$ cat src/rtl/seg7_result_display.sv
// Result display stage: captures a 10-bit arithmetic result on load and scans it
// across a 4-digit common-anode seven-segment display, decoded by operation mode.
module seg7_result_display #(
  parameter int unsigned DIGIT_CYCLES = 100000
) (
  input  logic       clk,
  input  logic       reset,
  input  logic       load,
  input  logic [9:0] result,
  input  logic [1:0] mode,
  output logic [3:0] an,
  output logic [6:0] seg,
  output logic       dp
);

  localparam int unsigned   CW       = (DIGIT_CYCLES > 2) ? $clog2(DIGIT_CYCLES) : 1;
  localparam logic [CW-1:0] CNT_LAST = CW'(DIGIT_CYCLES - 1);
  localparam logic [CW-1:0] CNT_ONE  = CW'(1);

  localparam logic [6:0] SEG_DASH  = 7'b0111111;
  localparam logic [6:0] SEG_BLANK = 7'b1111111;

  typedef enum logic [1:0] {
    MODE_RAW0  = 2'd0,
    MODE_FIXED = 2'd1,
    MODE_FLOAT = 2'd2,
    MODE_RAW3  = 2'd3
  } mode_e;

  typedef enum logic [1:0] {
    SYM_HEX,
    SYM_BLANK,
    SYM_DASH
  } sym_e;

  logic [CW-1:0] r_cnt;
  logic [1:0]    r_idx;
  logic [9:0]    r_cap_val;
  mode_e         r_cap_mode;
  logic          r_shown;
  logic [3:0]    r_an;
  logic [6:0]    r_seg;
  logic          r_dp;

  logic          w_cnt_last;
  logic [9:0]    w_mag;
  logic [3:0]    w_nib;
  sym_e          w_sym;
  logic          w_dp_on;
  logic [6:0]    w_hex;
  logic [6:0]    w_seg;
  logic [3:0]    w_an;

  function automatic logic [6:0] hex_to_seg(input logic [3:0] n);
    logic [6:0] s;
    unique case (n)
      4'h0: s = 7'b1000000;
      4'h1: s = 7'b1111001;
      4'h2: s = 7'b0100100;
      4'h3: s = 7'b0110000;
      4'h4: s = 7'b0011001;
      4'h5: s = 7'b0010010;
      4'h6: s = 7'b0000010;
      4'h7: s = 7'b1111000;
      4'h8: s = 7'b0000000;
      4'h9: s = 7'b0010000;
      4'hA: s = 7'b0001000;
      4'hB: s = 7'b0000011;
      4'hC: s = 7'b1000110;
      4'hD: s = 7'b0100001;
      4'hE: s = 7'b0000110;
      default: s = 7'b0001110;
    endcase
    return s;
  endfunction

  assign w_cnt_last = (r_cnt == CNT_LAST);

  // Scan counter and digit index.
  always_ff @(posedge clk or posedge reset) begin
    if (reset) begin
      r_cnt <= '0;
      r_idx <= '0;
    end else if (w_cnt_last) begin
      r_cnt <= '0;
      r_idx <= r_idx + 2'd1;
    end else begin
      r_cnt <= r_cnt + CNT_ONE;
    end
  end

  always_ff @(posedge clk or posedge reset) begin
    if (reset) begin
      r_cap_val  <= '0;
      r_cap_mode <= MODE_RAW0;
      r_shown    <= 1'b0;
    end else if (load) begin
      r_cap_val  <= result;
      r_cap_mode <= mode_e'(mode);
      r_shown    <= 1'b1;
    end
  end

  // 10'h200 negates to itself, which reads correctly as unsigned magnitude 0x200.
  assign w_mag = r_cap_val[9] ? (~r_cap_val + 10'd1) : r_cap_val;

  always_comb begin
    w_nib   = '0;
    w_sym   = SYM_HEX;
    w_dp_on = 1'b0;
    if (!r_shown) begin
      w_sym = SYM_DASH;
    end else begin
      unique case (r_cap_mode)
        MODE_FIXED: begin
          unique case (r_idx)
            2'd3:    w_sym = r_cap_val[9] ? SYM_DASH : SYM_BLANK;
            2'd2:    w_nib = {2'b00, w_mag[9:8]};
            2'd1:    w_nib = w_mag[7:4];
            default: w_nib = w_mag[3:0];
          endcase
        end
        MODE_FLOAT: begin
          unique case (r_idx)
            2'd3:    w_sym = r_cap_val[9] ? SYM_DASH : SYM_BLANK;
            2'd2:    w_nib = {3'b000, r_cap_val[8]};
            2'd1: begin
              w_nib   = r_cap_val[7:4];
              w_dp_on = 1'b1;
            end
            default: w_nib = r_cap_val[3:0];
          endcase
        end
        default: begin
          unique case (r_idx)
            2'd3:    w_sym = SYM_BLANK;
            2'd2:    w_nib = {2'b00, r_cap_val[9:8]};
            2'd1:    w_nib = r_cap_val[7:4];
            default: w_nib = r_cap_val[3:0];
          endcase
        end
      endcase
    end
  end

  assign w_hex = hex_to_seg(w_nib);

  always_comb begin
    w_seg = w_hex;
    unique case (w_sym)
      SYM_BLANK: w_seg = SEG_BLANK;
      SYM_DASH:  w_seg = SEG_DASH;
      default:   w_seg = w_hex;
    endcase
  end

  assign w_an = ~(4'b0001 << r_idx);

  // Anodes, segments and dp share one register so a digit never sees a mixed frame.
  always_ff @(posedge clk or posedge reset) begin
    if (reset) begin
      r_an  <= '1;
      r_seg <= '1;
      r_dp  <= 1'b1;
    end else begin
      r_an  <= w_an;
      r_seg <= w_seg;
      r_dp  <= ~w_dp_on;
    end
  end

  assign an  = r_an;
  assign seg = r_seg;
  assign dp  = r_dp;

endmodule

$ cat config.mk
export PLATFORM = sky130hd
export DESIGN_NAME = seg7_result_display
export DESIGN_NICKNAME = d
export VERILOG_FILES = /design/src/rtl/seg7_result_display.sv
export SDC_FILE = /design/constraint.sdc
export NUM_CORES = 1
export LEC_CHECK = 0
export ABC_AREA = 1
export CAP_MARGIN = 20
export CORE_ASPECT_RATIO = 0.9
export CORE_UTILIZATION = 25
export CTS_BUF_LIST = sky130_fd_sc_hd__clkbuf_2 sky130_fd_sc_hd__clkbuf_4 sky130_fd_sc_hd__clkbuf_8
export CTS_CLUSTER_SIZE = 25
export DETAILED_ROUTE_END_ITERATION = 6
export GPL_TIMING_DRIVEN = 1
export HOLD_SLACK_MARGIN = 0.02
export PLACE_DENSITY = 0.45
export RECOVER_POWER = 100
export SKIP_CTS_REPAIR_TIMING = 1
export SYNTH_ARGS = -nofsm -noshare
export SYNTH_HDL_FRONTEND = slang
export SYNTH_SLANG_ARGS = --single-unit
export TNS_END_PERCENT = 20
$ cat constraint.sdc
create_clock -name clk -period 5.1 [get_ports clk]
set_input_delay 1.275 -clock clk [delete_from_list [all_inputs] [get_ports clk]]
set_output_delay 1.275 -clock clk [all_outputs]
set_load 0.05 [all_outputs]
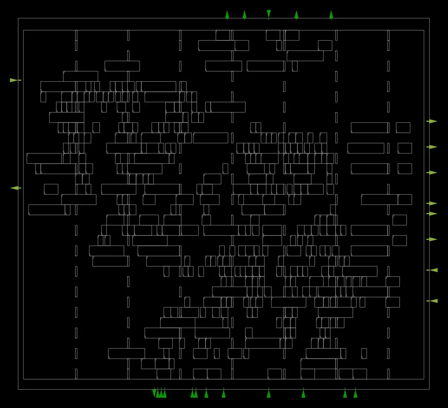
Fig. 1. Placement view (run 1).
Core Box Area: 9830 sq um
row count: 34
final core area utilization: 31.5%
tap cells: 126

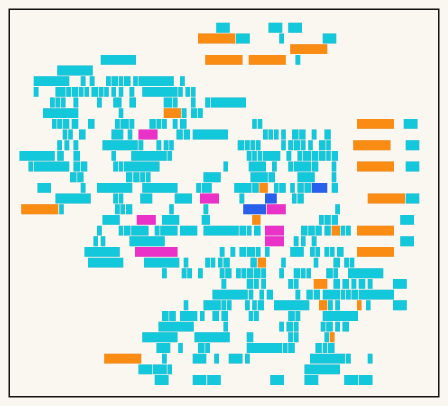
Fig. 2. Cell sizes after repair (run 1).
Key: magenta = drive 6 and up [cells 7]; cyan = drive 1 or less [cells 343]; orange = drive 2 [cells 21]; blue = drive 3 to 4 [cells 3]

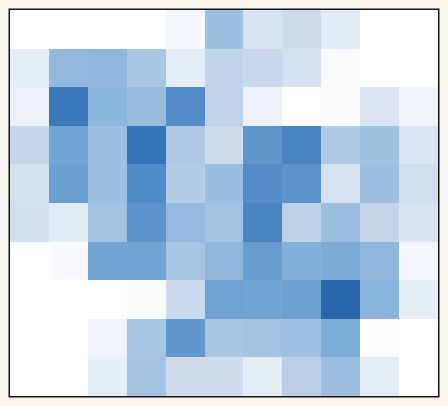
Fig. 3. Placement density heat map (run 1).
11 x 10 tiles, from white (low) to dark blue (high), 0 to 100% covered.
19% of the tiles are nearly empty. The fullest tile reaches 78%. The emptiest ninth of the die: bottom left. The mean over all tiles is 27%. The densest ninth of the die: middle. 0.90% of the tiles are over 75% full.

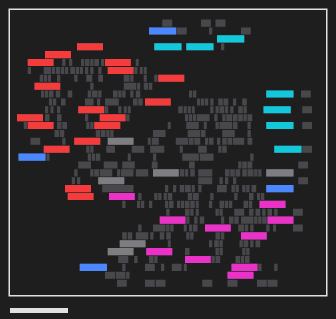
Fig. 4. Sequential cells grouped by signal name (run 1).
The bar under the picture is 20 microns long.
Key: magenta = r_cap_val [sequential cells 10]; cyan = seg [sequential cells 7]; blue = an [sequential cells 4, where all over the die]; red = r_cnt [sequential cells 17]

==> out/writeup.txt, run 1 <==
The count of clock tree sinks is 44, and the post-route antenna net violation count is 0. Cells with a size suffix above 1 make up 8.29% of the layout. With the minimum period implied by the final worst setup slack at 3380 ps, the worst hold path cell count is 1. The run gives 0 for the number of enable flip-flop cells. The clock tree synthesis step divided the H-tree into 2 levels.

Summed over all layers, the routed wires come to 5670 microns. Multiplexer cells account for 0% of the synthesized area. For the net count of the mapped netlist, the log shows 375. The final timing report lists a max-slew violation count of 30. Number of antenna violations at the first check in global routing: 0. The script reports the combined buffer and inverter count of the critical path as 3.

Of the combinational cells, the family taking the most area is simple AND/OR/NAND/NOR gates. The cell-mix breakdown from Yosys lists the compound-gate area share as 12.6%. With the number of max-cap violations at 1, the average cell area after synthesis is 7.50 sq um. With the count of unresolved DRC violations after routing at 0, the power density over the cells is 292 nW/um^2.

The tools report the critical register-to-register path endpoint as seg[6]. The run gives 477 ps for the worst hold slack across all endpoints. The class occupying the most area after layout is reported as logic gates.

The area used by multi-input combinational logic came out at 1210 sq um. The flow ran to the end, but the final reports show violations. The pre-CTS setup check shows a worst slack of 2490 ps. The run gives 1.52 nW as the static power due to leakage. The number of cells on the critical path is 3.

Of the available clock period, the critical path in the final layout requires 66.3%. Between the synthesized netlist and the finished layout, the area growth was recorded as 19.9%. In this run the critical path is formed by dlygate4sd3_1 -> inv_1 -> clkbuf_1. In this run, synthesis produced a sequential element count of 44. The maximum fanout along the worst path is 29. The run gives 0 for the leftover overflow at the end of global routing. The mapped netlist covers 2580 sq um. The final weighted congestion in routability-driven placement was 0.798; the logic share of the area was 39.2%. The finished layout holds 500 standard cells, fillers aside. Number of standard cells reported by yosys: 344. The final total power came out at 905 uW. The final reports fail on capacitance limit, slew limit.

The stage-log warning count is 36. The worst setup path is launched from an input port. The post-layout worst setup margin is 1720 ps. Detailed routing inserted a total of 2183 vias.

The number of buffers other than clock buffers in the final layout was 27. By count the netlist is led by 78 x nand2_1, 57 x inv_1, 39 x nor2_1. With the depth of the most critical reg-to-reg path at 12, the yosys synthesis warning count is 0. Startpoint of the worst-slack reg-to-reg timing path: r_idx[0].

The clock transition at the registers of the reported paths is 80 ps. In the floorplan report the effective utilization is 26.3%. According to the report, the first pass of detailed routing completed in 4 iterations. Yosys reports that the leading cell type by area covers 31.0% of the netlist area.

Looking at the max-slew report, the worst-margin pin has a slew of 1610 ps. The endpoint kind of the worst setup timing path is an async pin. With the global-route wire length before repair at 10100 microns, the design area is 3090 sq um. The synthesis report gives the async set-or-reset register share as 100%. Registers take 1120 sq um. The startpoint identified for the worst hold timing path is r_cnt[0].

Total global-route track usage over all layers is 11.8%. The number of placed instances, taps included, is 491. The tools report the clock tree root driver cell as clkbuf_8. CTS added clock buffers totalling 5. Later-pin clock latency in the skew report: 300 ps.

In this run the deepest clock path goes through 2 buffers. Per the layout report, the design carries 1040 filler cells. Top cell type by total area after synthesis: dfrtp_1.

The destination of the critical timing path is r_cap_mode[0]. For the area reported by Yosys stat, the log shows 2580 sq um. The library cell used most frequently in the layout, excluding fill and tap cells, is nand2_1.

Using the TritonRoute via totals, the vias-per-cell ratio works out to 4.37. For hold timing, the worst endpoint is r_cnt[0]. The clock arrives with 13.6 ps of skew. The die is 98.4 microns tall.

The fraction of final cell area spent on non-clock buffers in this run is 8.53%. Setup repair after global routing left no endpoint under its margin. According to the cell report, flip-flops and latches in the layout number 44. The critical path start-end classification is in -> async.

The repair_antennas step left the layout with diodes totalling 0. The post-place instance area was 2970 sq um; the clock buffer and inverter area fraction after layout was 3.92%. The family with the most delay on the worst path is buffers and inverters.

The synthesized-area fraction occupied by adder cells came out at 7.76%.
run 1: power by group:
part	total, mW	switching [mW]	leakage (nW)	internal (mW)
clock network	0.289	0.129	0.0614	0.160
logic	0.219	0.149	0.923	0.0701
registers	0.396	0.0126	0.531	0.384
run 1: metal layers:
metal	global-route usage [%]	vias up	part of all wire [%]
met1	16.4	998	49
met3	2.40	5	4.1
met2	18.9	35	46
met5	0	-	0
met4	2.49	0	0.85
li1	-	1145	-
run 1: flip-flops by register name, indices dropped and copies added (netlist names):
register	flops
an	4
dp	1
r_cap_mode	2
r_cap_val	10
r_cnt	17
r_idx	2
r_shown	1
seg	7
Fig. 5: run 1, ports around the boundary
The bar under the picture is 20 microns long. Pins as bars across the die edge, other pins in grey.
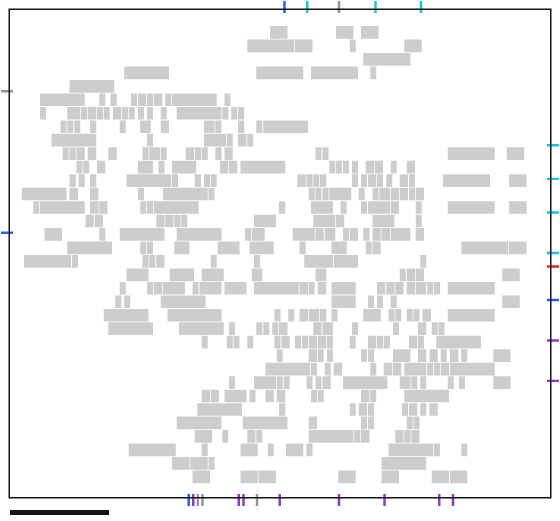

==> inputs of run 2 (changes only) <==
--- a/config.mk
+++ b/config.mk
@@ -14,7 +14,7 @@
 export DETAILED_ROUTE_END_ITERATION = 6
 export GPL_TIMING_DRIVEN = 1
 export HOLD_SLACK_MARGIN = 0.02
-export PLACE_DENSITY = 0.45
+export PLACE_DENSITY = 0.46
 export RECOVER_POWER = 100
 export SKIP_CTS_REPAIR_TIMING = 1
 export SYNTH_ARGS = -nofsm -noshare
==> constraint.sdc (replaced) <==
create_clock -name clk -period 3 [get_ports clk]
set_input_delay 0.75 -clock clk [delete_from_list [all_inputs] [get_ports clk]]
set_output_delay 0.75 -clock clk [all_outputs]
set_load 0.05 [all_outputs]
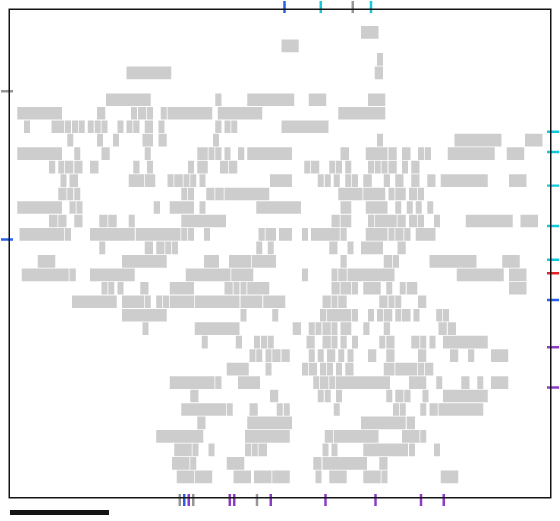
Fig. 6. Ports around the boundary (run 2).
The bar under the picture is 20 microns long. Pins as bars across the die edge, other pins in grey.
Key: cyan = seg [pins 7, direction output, edge 5 right, 2 top]; blue = an [pins 4, direction output, edge 1 left, 1 right, 1 bottom, 1 top]; red = dp [pins 1, direction output, edge right]; purple = result [pins 10, direction input, edge 8 bottom, 2 right]
Port Buf Inserts: 26
height of the die: 98.4 microns
horizontal extent of the die: 109 microns

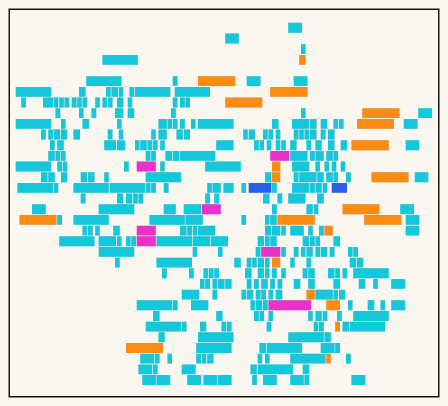
Fig. 7. Cell sizes after repair (run 2).
Syn-to-layout area delta: 19.5%
Final Instance Area: 3080 sq um

==> run 2 against run 1 <==
Effect of this change:
- the run now ends clean
- clock power up 64%
- count of clock-buffer cells in the layout unchanged
- sequential power is about 70% higher
- critical path type is now reg -> reg
==> out/writeup.txt, run 2 <==
The run finished with clean final reports. The run gives 344 (unchanged) for the number of standard cells reported by yosys. The tools report the worst slack after detailed placement as 528 ps (-1970 ps). The run gives 0 (unchanged) as the count of unresolved DRC violations after routing. The final weighted congestion in routability-driven placement is 0.860 (+7.7%). Number of max-cap violations: 0 (-1). The category of the worst setup path launch point is a flip-flop. The clock transition at the registers of the reported paths is 90 ps (about the same), and the power density over the cells is 493 nW/um^2 (+69%). The number of antenna violations at the first check in global routing was 0 (unchanged). The largest register by flop count is r_cnt. Subtracting the final worst setup slack from the clock period gives 2520 ps.

For the worst hold slack across all endpoints, the log shows 465 ps (-11.8 ps). With the total wire length at 5750 microns (+1.5%), the routing usage on met3 is 2.54% (+0.13 points). The clock tree root driver cell was clkbuf_8.

Per STA, the endpoint of the critical path is seg[0]. Family with the most delay on the worst path: simple AND/OR/NAND/NOR gates. The number of flip-flops under the largest register name was 17 (unchanged); the total buffers and inverters traversed by the critical path was 4 (+1). The run gives 100% (unchanged) for the fraction of registers with async set/reset.

Length of routed met3 wiring: 183 microns (-21%). STA classifies the critical path endpoint as a flip-flop. For the global-route wire length before repair, the log shows 10100 microns (+0.41%). The run gives 15.4% (-0.93 points) for the met1 capacity usage during global routing. The cell count after placement was 492 (+0.20%). The stage-log warning count was 36 (unchanged). The run gives 9830 sq um (unchanged) as the core area.

The setup path with the least slack is of type reg -> reg. The yosys synthesis warning count came out at 0 (unchanged). The highest metal layer carrying signal wires in the routed design is met4. The area fraction in mux cells came out at 0% (unchanged). The average cell area after synthesis is 7.50 sq um (unchanged), and the compound-cell area share of the yosys netlist is 12.6% (unchanged). The flip-flop and latch count after synthesis is 44 (unchanged). Number of enable flip-flop cells: 0 (unchanged). The synthesized design spends more area on one cell type than any other, namely dfrtp_1. The worst hold path cell count works out to 1 (unchanged). The total global routing track utilization came out at 11.9% (+0.079 points).
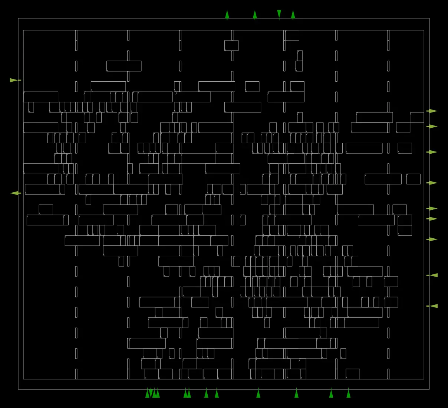
Fig. 8. Placement view (run 2).
final core area utilization: 31.4%
sequential share of cell area: 36.2%
count of fill cells added during filler insertion: 1075
Finished Layout Cells: 500
FFs & Latches: 44

## run 2: cell types whose count changed in the layout (fill, tap and decap cells not counted), sizes merged
| cell | previous run | this run |
|---|---|---|
| clkinv | 1 | 2 |
| inv | 59 | 58 |
## run 2: final cells by class
| cell class | instances | area share, % |
|---|---|---|
| multi-input cells | 236 | 39.1 |
| flip-flops and latches | 44 | 36.2 |
| repair buffers | 27 | 8.60 |
| inverters | 59 | 7.18 |
| well taps | 126 | 5.11 |
| clock buffers | 6 | 2.68 |
| clock inverters | 2 | 1.10 |
## run 2: where the power goes
| group | switching (mW) | leakage [nW] | internal [mW] |
|---|---|---|---|
| sequential | 0.0220 | 0.531 | 0.652 |
| clock | 0.204 | 0.0588 | 0.268 |
| combinational | 0.255 | 0.922 | 0.120 |
| total | 0.481 | 1.51 | 1.04 |
Power and IR drop assume default switching activity.
